**src/rtl/shifter_pkg.sv**
```systemverilog
// Shared shifter package: stage-count helper, default widths and the per-stage record.
// Used by the left shifter pipe and the companion right shifter.
package shifter_pkg;

  function automatic int unsigned clog2_f(input int unsigned n);
    return $clog2(n);
  endfunction

  localparam int unsigned LshDefaultN = 8;
  localparam int unsigned LshDefaultL = clog2_f(LshDefaultN);

  // Constants shared with the right-shift companion block
  localparam int unsigned RshDefaultN = 8;
  localparam int unsigned RshDefaultL = clog2_f(RshDefaultN);
  localparam int unsigned RshMaxN     = 64;

  // Per-stage record at default width; modules re-declare it for their own N
  typedef struct packed {
    logic                   valid;
    logic [LshDefaultN-1:0] data;
    logic [LshDefaultL-1:0] amt;
    logic                   ovf;
  } lsh_stage_t;

endpackage

```
**src/rtl/left_shift_stage.sv**
```systemverilog
// Combinational single-weight left shift stage. Logical shift with discard detection,
// or rotate when SHIFTER_ROTATE_EN is defined (ovf_o then tied low).
module left_shift_stage #(
  parameter int unsigned N     = 8,
  parameter int unsigned SHIFT = 1
) (
  input  logic [N-1:0] data_i,
  input  logic         en_i,
  output logic [N-1:0] data_o,
  output logic         ovf_o
);

  logic [N-1:0] shifted;

`ifdef SHIFTER_ROTATE_EN
  always_comb begin
    shifted = {data_i[N-SHIFT-1:0], data_i[N-1 -: SHIFT]};
    ovf_o   = 1'b0;
  end
`else
  always_comb begin
    shifted = {data_i[N-SHIFT-1:0], {SHIFT{1'b0}}};
    ovf_o   = en_i & (|data_i[N-1 -: SHIFT]);
  end
`endif

  assign data_o = en_i ? shifted : data_i;

endmodule

```
**src/rtl/param_left_shifter_pipe.sv**
```systemverilog
// Pipelined left barrel shifter: capture stage plus one registered stage per binary weight,
// global stall handshake. SHIFTER_ROTATE_EN selects rotate instead of logical shift.
module param_left_shifter_pipe
  import shifter_pkg::*;
#(
  parameter int unsigned N = LshDefaultN
) (
  input  logic                  clk,
  input  logic                  reset_n,
  input  logic                  in_valid,
  output logic                  in_ready,
  input  logic [N-1:0]          x,
  input  logic [clog2_f(N)-1:0] amt,
  output logic                  out_valid,
  input  logic                  out_ready,
  output logic [N-1:0]          z,
  output logic                  ovf
);

  localparam int unsigned L = clog2_f(N);

  typedef struct packed {
    logic         valid;
    logic [N-1:0] data;
    logic [L-1:0] amt;
    logic         ovf;
  } stage_t;

  // Entry 0 captures the raw operand; entry k+1 holds the result after weight 2^k.
  stage_t       stage_q [L+1];
  stage_t       stage_d [L+1];
  logic [N-1:0] sh_data [L];
  logic         sh_ovf  [L];
  logic         en;

  for (genvar k = 0; k < L; k++) begin : g_stage
    left_shift_stage #(
      .N    (N),
      .SHIFT(int'(1) << k)
    ) u_stage (
      .data_i(stage_q[k].data),
      .en_i  (stage_q[k].amt[k]),
      .data_o(sh_data[k]),
      .ovf_o (sh_ovf[k])
    );
  end

  always_comb begin
    en = !stage_q[L].valid || out_ready;
  end

  always_comb begin
    stage_d[0].valid = in_valid;
    stage_d[0].data  = x;
    stage_d[0].amt   = amt;
    stage_d[0].ovf   = 1'b0;
    for (int k = 0; k < int'(L); k++) begin
      stage_d[k+1].valid = stage_q[k].valid;
      stage_d[k+1].data  = sh_data[k];
      stage_d[k+1].amt   = stage_q[k].amt;
      stage_d[k+1].ovf   = stage_q[k].ovf | sh_ovf[k];
    end
  end

  always_ff @(posedge clk or negedge reset_n) begin
    if (!reset_n) begin
      for (int k = 0; k <= int'(L); k++) begin
        stage_q[k] <= '0;
      end
    end else if (en) begin
      for (int k = 0; k <= int'(L); k++) begin
        stage_q[k] <= stage_d[k];
      end
    end
  end

  always_comb begin
    in_ready  = en;
    out_valid = stage_q[L].valid;
    z         = stage_q[L].data;
    ovf       = stage_q[L].ovf;
  end

  a_hold_on_stall: assert property (@(posedge clk) disable iff (!reset_n)
    out_valid && !out_ready |=> out_valid && $stable(z) && $stable(ovf));

  a_ready_is_en: assert property (@(posedge clk) disable iff (!reset_n)
    in_ready == (!out_valid || out_ready));

endmodule

```
**config.mk**
```make
export PLATFORM = sky130hd
export DESIGN_NAME = param_left_shifter_pipe
export DESIGN_NICKNAME = d
export VERILOG_FILES = /design/src/rtl/shifter_pkg.sv /design/src/rtl/left_shift_stage.sv /design/src/rtl/param_left_shifter_pipe.sv
export SDC_FILE = /design/constraint.sdc
export NUM_CORES = 1
export LEC_CHECK = 0
export ABC_CLOCK_PERIOD_IN_PS = 1700
export CAP_MARGIN = 15
export CORE_UTILIZATION = 34
export DETAILED_ROUTE_END_ITERATION = 7
export SLEW_MARGIN = 10
export SYNTH_ARGS = -nofsm -noshare
export SYNTH_HDL_FRONTEND = slang
export SYNTH_SLANG_ARGS = --single-unit
```
**constraint.sdc**
```tcl
create_clock -name clk -period 1.7 [get_ports clk]
set_clock_uncertainty 0.1 [all_clocks]
set_input_delay 0.255 -clock clk [delete_from_list [all_inputs] [get_ports clk]]
set_output_delay 0.255 -clock clk [all_outputs]
set_load 0.005 [all_outputs]
```
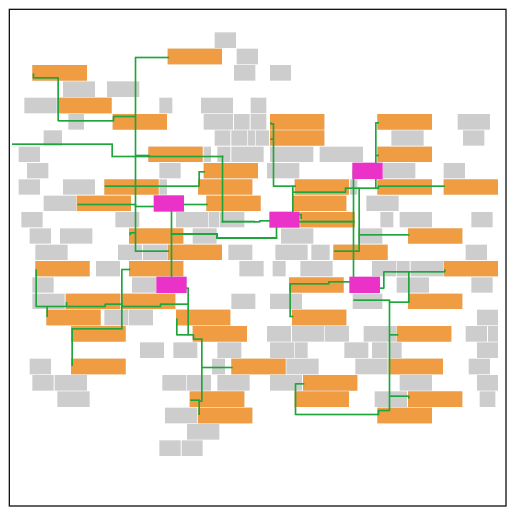
Figure 1: routed clock nets over the placement.
(6 px per um)
orange -> flip-flops  # count 45
green -> clock wires  # length 518 um
magenta -> cells driving clock nets  # count 5
routed clock nets = 6
clk_lat worst skew: 280 ps
Clock power frac: 15.3%
Clock Power: 644 uW

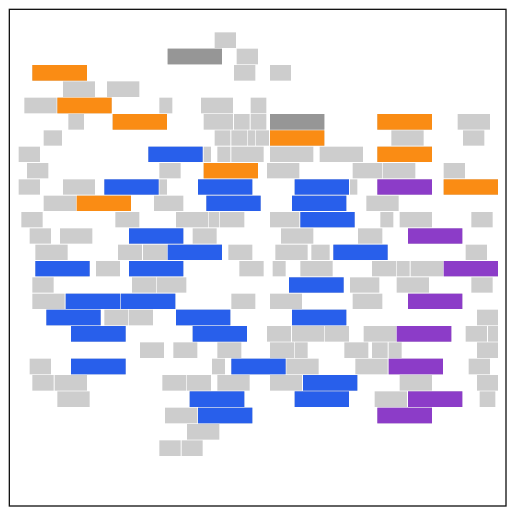
Figure 2: sequential cells coloured by netlist name.
(6 px per um)
orange -> `stage_d`  # flops 9
blue -> `stage_q`  # flops 26
purple -> `z`  # flops 8
not coloured = 2
post-layout util: 41.83%
Reg area: 0.001126 mm^2
Seq. pwr: 1.89 mW
flop share of the area: 44.16%

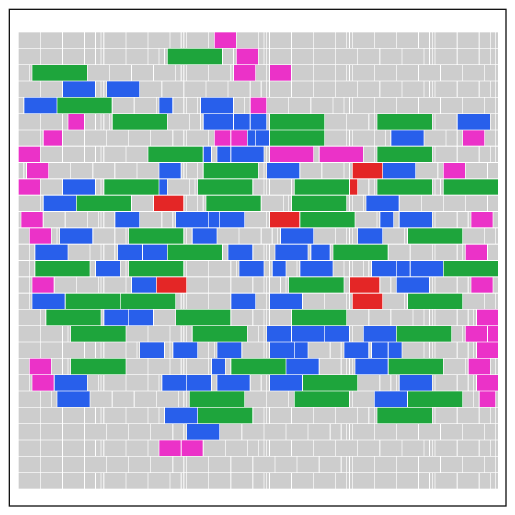
Figure 3: placement by cell class.
(6 px per um) Fill, decap, tap and diode cells in grey.
magenta -> other buffers and delay cells  # cells 33, share of their area 13%
blue -> all other logic  # cells 77, share of their area 37%
green -> flip-flops  # cells 45, share of their area 46%
red -> clock drivers and dummy loads  # cells 7, share of their area 3.5%
core region area: 0.006096 mm^2
FP Rows: 28
fin area: 0.002550 mm^2

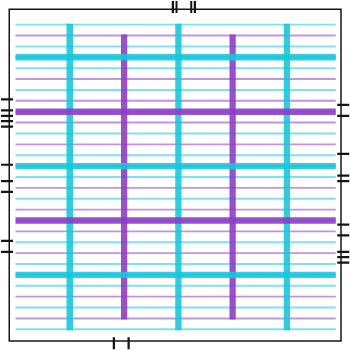
Figure 4: power grid.
(4 px per um) Pins as bars on the die edge.
cyan -> VSS
purple -> VDD
met5 straps = 5
met4 straps = 5
rows = 28
Die W: 82.55 um
Die Span Y: 82.55 um

==> results_slide.txt <==
Key Metrics from the Run

Route
  • DRC violations left: 0
  • Final ANT Viol Nets: 0
  • Via density: 4.612
  • Initial drt markers: 23
  • Routed WL per cell: 13.49 um
  • Total number of vias: 1093

Worst setup path
  • Reg-to-reg setup timing slack: 270 ps
  • Crit path required time: 1340 ps
  • Max incr delay on CP: 530 ps
  • Worst Setup EP: out_valid
  • CP cell instances: clkdlybuf4s50_1
  • Slowest-stage cell, CP: clkdlybuf4s50_1
  • Crit path max-delay family: buffers and inverters
  • FF-to-FF End: stage_q[36]
  • Reg2Reg Depth: 2
  • CP arrival: 1230 ps

STA
  • Max Freq: 630.2 MHz
  • Slew Limit Headroom: 62.99%
  • Tmin final: 1587 ps
  • Period utilization: 93.34%
  • Final Hold Vio Count: 0

Synthesis
  • Top cells, area: dfrtp_1, mux2_4, mux2_2, buf_12, buf_4
  • Cell taking the most area after synthesis: dfrtp_1
  • Synth top cell by count: dfrtp_1
  • Yosys reg bits: 45
  • Post-synth top flop: dfrtp_1
  • Top logic family: multiplexers
  • Synthesized area per cell: 15.98 um^2
  • Synth mux share: 36.02%

Global route
  • Vias in the first global route: 1140
  • Tot GR Track Use: 11.35%
  • GR peak layer: met2

Final layout
  • Most frequent logic cell in the layout: dfrtp_1
  • Max FFs per register: 26
  • N_diodes: 0
  • Final #Nets: 177
  • Most frequent cells in the layout: dfrtp_1, mux2_4, mux2_2, clkdlybuf4s50_1

Outcome
  • Status: finished, final reports clean

Clock tree
  • H-tree levels: 2
  • # clock sinks: 45
  • CTS tree: built

Min path
  • Hold_sp: stage_d[12]
  • WHS Path Cells: 1

Pwr
  • Pwr top: registers
## per-stage QoR
| step | cells | area, um^2 | power (mW) |
|---|---|---|---|
| floorplan | 138 | 2206 | 3.287 |
| global placement | 229 | 2455 | 3.567 |
| detailed placement | 229 | 2455 | 3.626 |
| CTS | 237 | 2550 | 4.279 |
| global route | 237 | 2550 | 4.531 |
| finish | 237 | 2550 | 4.214 |
## cell type report
class | instances | area, um^2 | share of cell area (%)
sequential | 45 | 1126 | 44.16
multi-input combinational | 75 | 904.6 | 35.48
timing repair buffer | 33 | 331.6 | 13.00
tap | 75 | 93.84 | 3.680
clock buffer | 7 | 86.33 | 3.386
inverter | 2 | 7.507 | 0.2944
## what timing repair did
item,4_1_cts,5_1_grt
hold buffers,1,0
endpoints found under the hold margin,45,0
setup endpoints to repair,1,0
resized,1,0
buffers inserted,0,0
Power figures rest on the tool's default switching activity, not on a simulated workload.
